File: src/rtl/ddr3_mrs_sequencer.sv
// DDR3 power-up/MRS sequencer: RESET#/CKE bring-up, MR2/MR3/MR1/MR0, ZQCL, then runtime MRS requests.
// All outputs registered; one wait counter times every command-to-command gap.
module ddr3_mrs_sequencer #(
  parameter int ADDR_W   = 14,
  parameter int BA_W     = 3,
  parameter int CL       = 6,
  parameter int CWL      = 5,
  parameter int WR       = 6,
  parameter int AL_MODE  = 0,
  parameter int T_RESET  = 8,
  parameter int T_CKE    = 10,
  parameter int T_MRD    = 4,
  parameter int T_MOD    = 12,
  parameter int T_ZQINIT = 16
) (
  input  logic              clk,
  input  logic              rst_n,
  output logic              ddr_reset_n,
  output logic              cke,
  output logic              cs_n,
  output logic              ras_n,
  output logic              cas_n,
  output logic              we_n,
  output logic [BA_W-1:0]   ba,
  output logic [ADDR_W-1:0] addr,
  output logic              init_done,
  input  logic              mr_req_valid,
  output logic              mr_req_ready,
  input  logic [1:0]        mr_req_sel,
  input  logic [ADDR_W-1:0] mr_req_data
);

  function automatic int imax(input int a, input int b);
    return (a > b) ? a : b;
  endfunction

  function automatic int wr_code(input int w);
    case (w)
      5: return 1;   6: return 2;   7: return 3;   8: return 4;
      10: return 5;  12: return 6;  14: return 7;  16: return 0;
      default: return -1;
    endcase
  endfunction

  localparam int T_MAX = imax(imax(imax(T_RESET, T_CKE), imax(T_MRD, T_MOD)), T_ZQINIT);
  localparam int CNT_W = $clog2(T_MAX) + 1;

  localparam logic [CNT_W-1:0] C_RESET  = CNT_W'(T_RESET);
  localparam logic [CNT_W-1:0] C_CKE    = CNT_W'(T_CKE);
  localparam logic [CNT_W-1:0] C_MRD    = CNT_W'(T_MRD);
  localparam logic [CNT_W-1:0] C_MOD    = CNT_W'(T_MOD);
  localparam logic [CNT_W-1:0] C_MOD_M2 = CNT_W'(T_MOD - 2);
  localparam logic [CNT_W-1:0] C_ZQ     = CNT_W'(T_ZQINIT);

  localparam logic [ADDR_W-1:0] MR2_VAL = ADDR_W'((CWL - 5) << 3);
  localparam logic [ADDR_W-1:0] MR1_VAL = ADDR_W'(AL_MODE << 3);
  localparam logic [ADDR_W-1:0] MR0_VAL = ADDR_W'((wr_code(WR) << 9) | (1 << 8) | ((CL - 4) << 4));
  localparam logic [ADDR_W-1:0] ZQ_VAL  = ADDR_W'(1 << 10);

  localparam logic [3:0] CMD_NOP  = 4'b0111;
  localparam logic [3:0] CMD_MRS  = 4'b0000;
  localparam logic [3:0] CMD_ZQCL = 4'b0110;

  if (CL < 5 || CL > 11) begin : g_bad_cl
    $fatal(1, "ddr3_mrs_sequencer: illegal CL");
  end
  if (CWL < 5 || CWL > 8) begin : g_bad_cwl
    $fatal(1, "ddr3_mrs_sequencer: illegal CWL");
  end
  if (wr_code(WR) < 0) begin : g_bad_wr
    $fatal(1, "ddr3_mrs_sequencer: illegal WR");
  end
  if (AL_MODE < 0 || AL_MODE > 2) begin : g_bad_al
    $fatal(1, "ddr3_mrs_sequencer: illegal AL_MODE");
  end
  if (T_MRD < 2 || T_MOD < 2 || T_ZQINIT < 2) begin : g_bad_t
    $fatal(1, "ddr3_mrs_sequencer: T_MRD/T_MOD/T_ZQINIT must be >= 2");
  end
  if (ADDR_W < 13 || BA_W < 2) begin : g_bad_w
    $fatal(1, "ddr3_mrs_sequencer: ADDR_W must be >= 13 and BA_W >= 2");
  end

  typedef enum logic [3:0] {
    S_RST_HOLD, S_CKE_WAIT, S_MRS_WAIT, S_MR2, S_MR3, S_MR1, S_MR0,
    S_ZQCL, S_IDLE, S_USER_ISSUE, S_USER_WAIT
  } state_t;

  state_t              state_q;
  logic [CNT_W-1:0]    cnt_q;
  logic                rstn_q, cke_q, done_q, rdy_q;
  logic [3:0]          cmd_q;
  logic [BA_W-1:0]     ba_q;
  logic [ADDR_W-1:0]   addr_q;
  logic [1:0]          sel_q;
  logic [ADDR_W-1:0]   data_q;

  // cnt_q is set to 1 on the cycle after each event, so it reads N exactly N cycles later.
  always_ff @(posedge clk or negedge rst_n) begin
    if (!rst_n) begin
      state_q <= S_RST_HOLD;
      cnt_q   <= '0;
      rstn_q  <= 1'b0;
      cke_q   <= 1'b0;
      done_q  <= 1'b0;
      rdy_q   <= 1'b0;
      cmd_q   <= CMD_NOP;
      ba_q    <= '0;
      addr_q  <= '0;
      sel_q   <= '0;
      data_q  <= '0;
    end else begin
      cmd_q  <= CMD_NOP;
      ba_q   <= '0;
      addr_q <= '0;
      cnt_q  <= cnt_q + CNT_W'(1);
      case (state_q)
        S_RST_HOLD: if (cnt_q == C_RESET) begin
          rstn_q <= 1'b1; cnt_q <= CNT_W'(1); state_q <= S_CKE_WAIT;
        end
        S_CKE_WAIT: if (cnt_q == C_CKE) begin
          cke_q <= 1'b1; cnt_q <= CNT_W'(1); state_q <= S_MRS_WAIT;
        end
        S_MRS_WAIT: if (cnt_q == C_CKE) begin
          cmd_q <= CMD_MRS; ba_q <= BA_W'(2); addr_q <= MR2_VAL;
          cnt_q <= CNT_W'(1); state_q <= S_MR2;
        end
        S_MR2: if (cnt_q == C_MRD) begin
          cmd_q <= CMD_MRS; ba_q <= BA_W'(3);
          cnt_q <= CNT_W'(1); state_q <= S_MR3;
        end
        S_MR3: if (cnt_q == C_MRD) begin
          cmd_q <= CMD_MRS; ba_q <= BA_W'(1); addr_q <= MR1_VAL;
          cnt_q <= CNT_W'(1); state_q <= S_MR1;
        end
        S_MR1: if (cnt_q == C_MRD) begin
          cmd_q <= CMD_MRS; addr_q <= MR0_VAL;
          cnt_q <= CNT_W'(1); state_q <= S_MR0;
        end
        S_MR0: if (cnt_q == C_MOD) begin
          cmd_q <= CMD_ZQCL; addr_q <= ZQ_VAL;
          cnt_q <= CNT_W'(1); state_q <= S_ZQCL;
        end
        S_ZQCL: if (cnt_q == C_ZQ) begin
          done_q <= 1'b1; rdy_q <= 1'b1; state_q <= S_IDLE;
        end
        S_IDLE: begin
          cnt_q <= cnt_q;
          if (mr_req_valid && rdy_q) begin
            sel_q <= mr_req_sel; data_q <= mr_req_data;
            rdy_q <= 1'b0; state_q <= S_USER_ISSUE;
          end
        end
        S_USER_ISSUE: begin
          cmd_q <= CMD_MRS; ba_q <= BA_W'(sel_q); addr_q <= data_q;
          cnt_q <= CNT_W'(1);
          // Ready reopens two cycles early so a held request lands exactly T_MOD later.
          if (T_MOD == 2) begin
            rdy_q <= 1'b1; state_q <= S_IDLE;
          end else begin
            state_q <= S_USER_WAIT;
          end
        end
        S_USER_WAIT: if (cnt_q == C_MOD_M2) begin
          rdy_q <= 1'b1; state_q <= S_IDLE;
        end
        default: state_q <= S_RST_HOLD;
      endcase
    end
  end

  assign ddr_reset_n                  = rstn_q;
  assign cke                          = cke_q;
  assign {cs_n, ras_n, cas_n, we_n}   = cmd_q;
  assign ba                           = ba_q;
  assign addr                         = addr_q;
  assign init_done                    = done_q;
  assign mr_req_ready                 = rdy_q;

endmodule

File: config.mk
export PLATFORM = sky130hd
export DESIGN_NAME = ddr3_mrs_sequencer
export DESIGN_NICKNAME = d
export VERILOG_FILES = /design/src/rtl/ddr3_mrs_sequencer.sv
export SDC_FILE = /design/constraint.sdc
export NUM_CORES = 1
export LEC_CHECK = 0
export ABC_AREA = 1
export CORE_MARGIN = 4
export CORE_UTILIZATION = 55
export CTS_CLUSTER_DIAMETER = 30
export DETAILED_ROUTE_END_ITERATION = 10
export GPL_ROUTABILITY_DRIVEN = 1
export PLACE_DENSITY = 0.81
export REMOVE_ABC_BUFFERS = 1
export SLEW_MARGIN = 20
export SYNTH_ARGS = -nofsm -noshare
export SYNTH_HDL_FRONTEND = slang
export SYNTH_SLANG_ARGS = --single-unit
File: constraint.sdc
create_clock -name clk -period 3 [get_ports clk]
set_clock_uncertainty 0.15 [all_clocks]
set_input_delay 0.6 -clock clk [delete_from_list [all_inputs] [get_ports clk]]
set_output_delay 0.6 -clock clk [all_outputs]
set_load 0.02 [all_outputs]
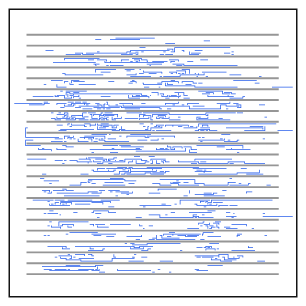
Figure 1: run 1, met1 routing.
Scale: 4 px per micron. Supply wires on this layer in grey.
share of all routed wire: 42%
nets with wire on the layer: 287

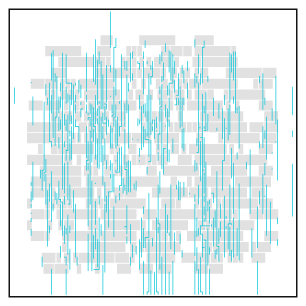
Figure 2: run 1, met2 routing.
Scale: 4 px per micron.
share of all routed wire: 50%
main direction: vertical
nets with wire on the layer: 267
wire length on this layer: 2210 microns
longest straight run: 34.0 microns

==> CHANGELOG.md, run 1 <==
### Changed

- Share of cells above drive strength 1: 12.6%
- Worst Tran Pin Value: 563 ps
- Tool warning count: 27
- Die Ht: roughly 70 microns
- VDD IR max: roughly 290 uV
- Crit start category: flop
- Yosys Instances: roughly 270
- M1 WL: about 1800 microns
- Core ar.: 3770 sq um
- Multi-input gate share of total cell area: 31.7%
- Post-DP Area: 2630 sq um
- Congestion Overflow GR: 0
- Final setup viols: 0
- Critical path capture point: we_n
- Worst slew margin: 62.4%
- Pwr Density: 386 nW/um^2
- Reg-to-reg slack, setup: 1000 ps
- I/O pins: between 40 and 50
- Pre-CTS WS: around 700 ps
- Top-area cell share: 50.8%
- CP startpoint: cmd_q[0]
- FILL cells: 294
- Slowest cell on the critical path: clkdlybuf4s50_1
- Switching share of power: approximately 22%
- Status: complete, no violations
- Slew Limit Fails: 0
- Pwr top: sequential cells
- Asr flop ratio synth: 100%
- H-tree levels: 2
- Clkbuf count: 5
- DRT Pass-1 Iters: 4
- DRC errors left: 0
- CTS sink cnt: 47
- DR vias/cell: between 4 and 5
- Synth mux share: 0%
- Simple-Gate Area Share: 30.5%
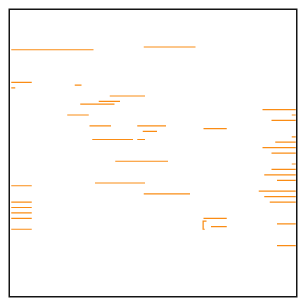
Figure 3: run 1, M3 wires.
Scale: 4 px per micron.
share of all routed wire: 5.9%
longest straight run: 20.2 microns

Figure 4. Placed standard cells (run 1).
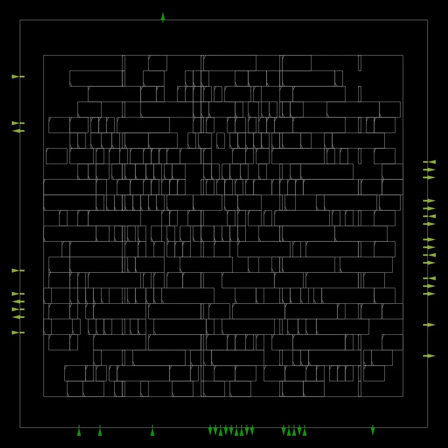

==> run 1 -> run 2 <==
--- a/config.mk
+++ b/config.mk
@@ -7,11 +7,11 @@
 export LEC_CHECK = 0
 export ABC_AREA = 1
 export CORE_MARGIN = 4
-export CORE_UTILIZATION = 55
+export CORE_UTILIZATION = 51
 export CTS_CLUSTER_DIAMETER = 30
 export DETAILED_ROUTE_END_ITERATION = 10
 export GPL_ROUTABILITY_DRIVEN = 1
-export PLACE_DENSITY = 0.81
+export PLACE_DENSITY = 0.76
 export REMOVE_ABC_BUFFERS = 1
 export SLEW_MARGIN = 20
 export SYNTH_ARGS = -nofsm -noshare
==> constraint.sdc (replaced) <==
create_clock -name clk -period 2.25 [get_ports clk]
set_clock_uncertainty 0.15 [all_clocks]
set_input_delay 0.45 -clock clk [delete_from_list [all_inputs] [get_ports clk]]
set_output_delay 0.45 -clock clk [all_outputs]
set_load 0.02 [all_outputs]
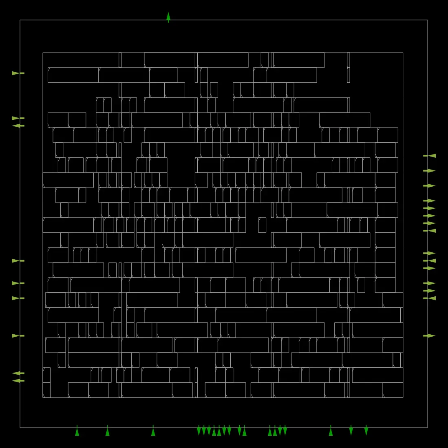
Figure 5: run 2, placed standard cells.
Core Util, Final: 67.4%
tap cells: 50

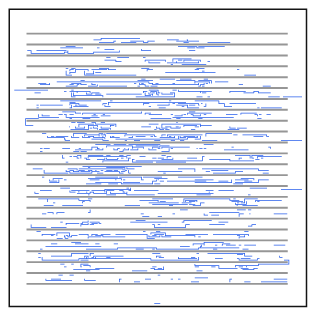
Figure 6: run 2, met1 routing.
Scale: 4 px per micron. Supply wires on this layer in grey.
main direction: horizontal
wire length on this layer: 1920 microns
longest straight run: 23.0 microns

==> run 2 against run 1 <==
Compared with the run above:
- flip-flop count stayed put
- setup slack worse by 610 ps
- utilization fell by 4.8 points
- sequential share of layout area decreased by 0.51 points
- via count decreased by 0.23%
- final area grew 1.2%
- wire length decreased by 0.50%
- critical path type unchanged
- largest power group unchanged
==> CHANGELOG.md, run 2 <==
### Changed

- M1 WL: 1920 microns
- Simple-Gate Area Share: between 30% and 40%
- Reg-to-reg slack, setup: 320 ps
- FILL cells: 352
- Non-Filler Instances: 364
- CTS sink cnt: 47
- Kind of cell adding the most delay to the critical path: buffers and inverters
- Peak Freq: around 490 MHz
- Critical Path AT: 1430 ps
- Pwr Density: between 500 and 600 nW/um^2
- Clock-cell share: under 10%
- Post-DP Area: between 2000 and 3000 sq um
- DRC errors left: 0
- Register area: 1180 sq um
- Hold Crit Class: flop to flop
- Switching share of power: between 20% and 30%
- Top cells by area: dfrtp_1 (51%), nand2_1 (15%), nor2_1 (5.4%)
- Post-CTS setup buffers: 0
- Worst slew margin: about two thirds
- Worst Tran Pin Value: 501 ps
- DRT Pass-1 Iters: 4
- DR vias/cell: 4.87
- Yosys stat chip area: 2220 sq um
- Avg WL per Cell: 12.0 microns
- Multi-input gate share of total cell area: 31.3%
- Hold buffers post-CTS: 1
- Share of cells above drive strength 1: 13.4%
- CP startpoint: cmd_q[1]
- VDD IR max: 383 uV
- Clkbuf count: 5
- Die Ht: approximately 74 microns
- Tool warning count: 27
- I/O pins: 44
- # rows: 23
- P_int: 1100 uW
- Synth cell types: 32
- Pre-CTS WS: around 330 ps
- Congestion Overflow GR: 0
- Synth mux share: 0%
- Mapped cell area: 2220 sq um
- Status: complete, no violations
- Adders+Majority by Area: 1.69%
- Sequential power share: 59.6%
- Detailed-route via count: 1772
- Crit start category: flop
- P_comb: between 50 and 60 uW
- Post-route cell area: 2750 sq um
- Slew Limit Fails: 0
- TritonCTS Buffers: 5
- Slowest cell on the critical path: clkdlybuf4s50_1
- Pwr top: sequential cells
- Asr flop ratio synth: 100%
- Die x size: 73.9 microns
- Core ar.: 4090 sq um
- Most frequent cells in the layout: nand2_1 (86), dfrtp_1 (45), clkdlybuf4s50_1 (40), nor2_1 (32), inv_1 (27)
- H-tree levels: 2
- Post-synth EDFFs: 0
- Critical path capture point: cas_n
- Top-area cell share: 50.8%
- Yosys Instances: 267
- Grt met1 use: 22.1%
- Final setup viols: 0
==> run 2 -> run 3 <==
--- a/config.mk
+++ b/config.mk
@@ -17,3 +17,4 @@
 export SYNTH_ARGS = -nofsm -noshare
 export SYNTH_HDL_FRONTEND = slang
 export SYNTH_SLANG_ARGS = --single-unit
+export TNS_END_PERCENT = 20
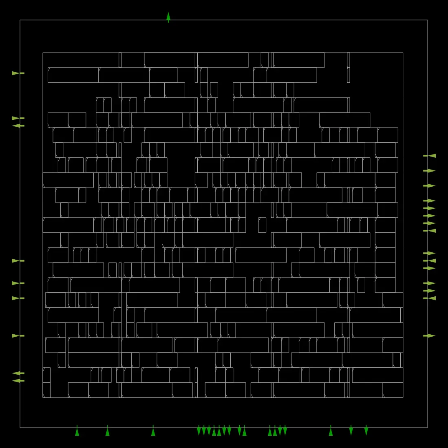
Figure 7: run 3, placed standard cells.
Core ar.: 4090 sq um
# rows: 23

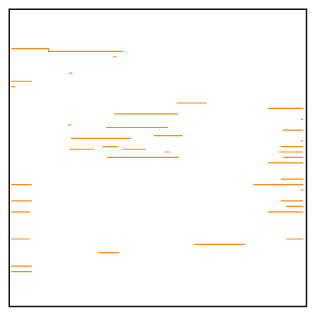
Figure 8: run 3, M3 wires.
Scale: 4 px per micron.
main direction: horizontal
wire length on this layer: 251 microns
share of all routed wire: 5.8%
nets with wire on the layer: 32

==> run 3 against run 2 <==
Compared with the run above:
- power unchanged
- wire length did not move
- synthesized cell count is the same
- critical path depth unchanged
- clock power about the same
- register-to-register slack barely moved
- final cell count unchanged
- final area is the same
- critical path type unchanged
- largest cell class unchanged
- largest power group unchanged
==> CHANGELOG.md, run 3 <==
### Changed

- Status: complete, no violations
- Hold Crit Class: flop to flop
- Latency at later pin: approximately 310 ps
- Non-Filler Instances: 364
- Tool warning count: 27
- Worst Tran Pin Value: 501 ps
- Tap cells: 50
- Worst Hold End: ddr_reset_n
- Clock-cell share: 3.32%
- Register area: between 1000 and 1500 sq um
- Adders+Majority by Area: 1.69%
- Crit start category: flop
- Critical Path AT: 1430 ps
- Pre-CTS WS: 332 ps
- Sequential power share: about three fifths
- Die Ht: around 74 microns
- TritonCTS Buffers: 5
- Multi-input gate share of total cell area: 31.3%
- Slew Limit Fails: 0
- Final setup viols: 0
- Post-DP Area: 2650 sq um
- Simple-Gate Area Share: 30.5%
- Post-CTS setup buffers: 0
- Most frequent cells in the layout: nand2_1 (86), dfrtp_1 (45), clkdlybuf4s50_1 (40), nor2_1 (32), inv_1 (27)
- Top cells by area: dfrtp_1 (51%), nand2_1 (15%), nor2_1 (5.4%)
- Slowest cell on the critical path: clkdlybuf4s50_1
- CP startpoint: cmd_q[1]
- FILL cells: 352
- Yosys stat chip area: ~2200 sq um
- DRC errors left: 0
- Top-area cell share: 50.8%
- Detailed-route via count: 1772
- H-tree levels: 2
- Yosys Instances: roughly 270
- I/O pins: 44
- Pwr top: sequential cells
- Post-route cell area: 2750 sq um
- Die x size: 73.9 microns
- Mapped cell area: roughly 2200 sq um
- Synth mux share: 0%
- Switching share of power: 22.4%
- Clock group: 518 uW
- Clkbuf count: 5
- Post-synth EDFFs: 0
- Reg-to-reg slack, setup: 320 ps
- P_comb: 52.6 uW
- Hold buffers post-CTS: 1
- Avg WL per Cell: 12.0 microns
- Share of cells above drive strength 1: 13.4%
- Pwr Density: 514 nW/um^2
- Critical path capture point: cas_n
- CTS sink cnt: 47
- Kind of cell adding the most delay to the critical path: buffers and inverters
- Worst-case reg-to-reg path depth: 11
- Worst slew margin: 66.6%
- DRT Pass-1 Iters: 4
Power figures rest on the tool's default switching activity, not on a simulated workload.
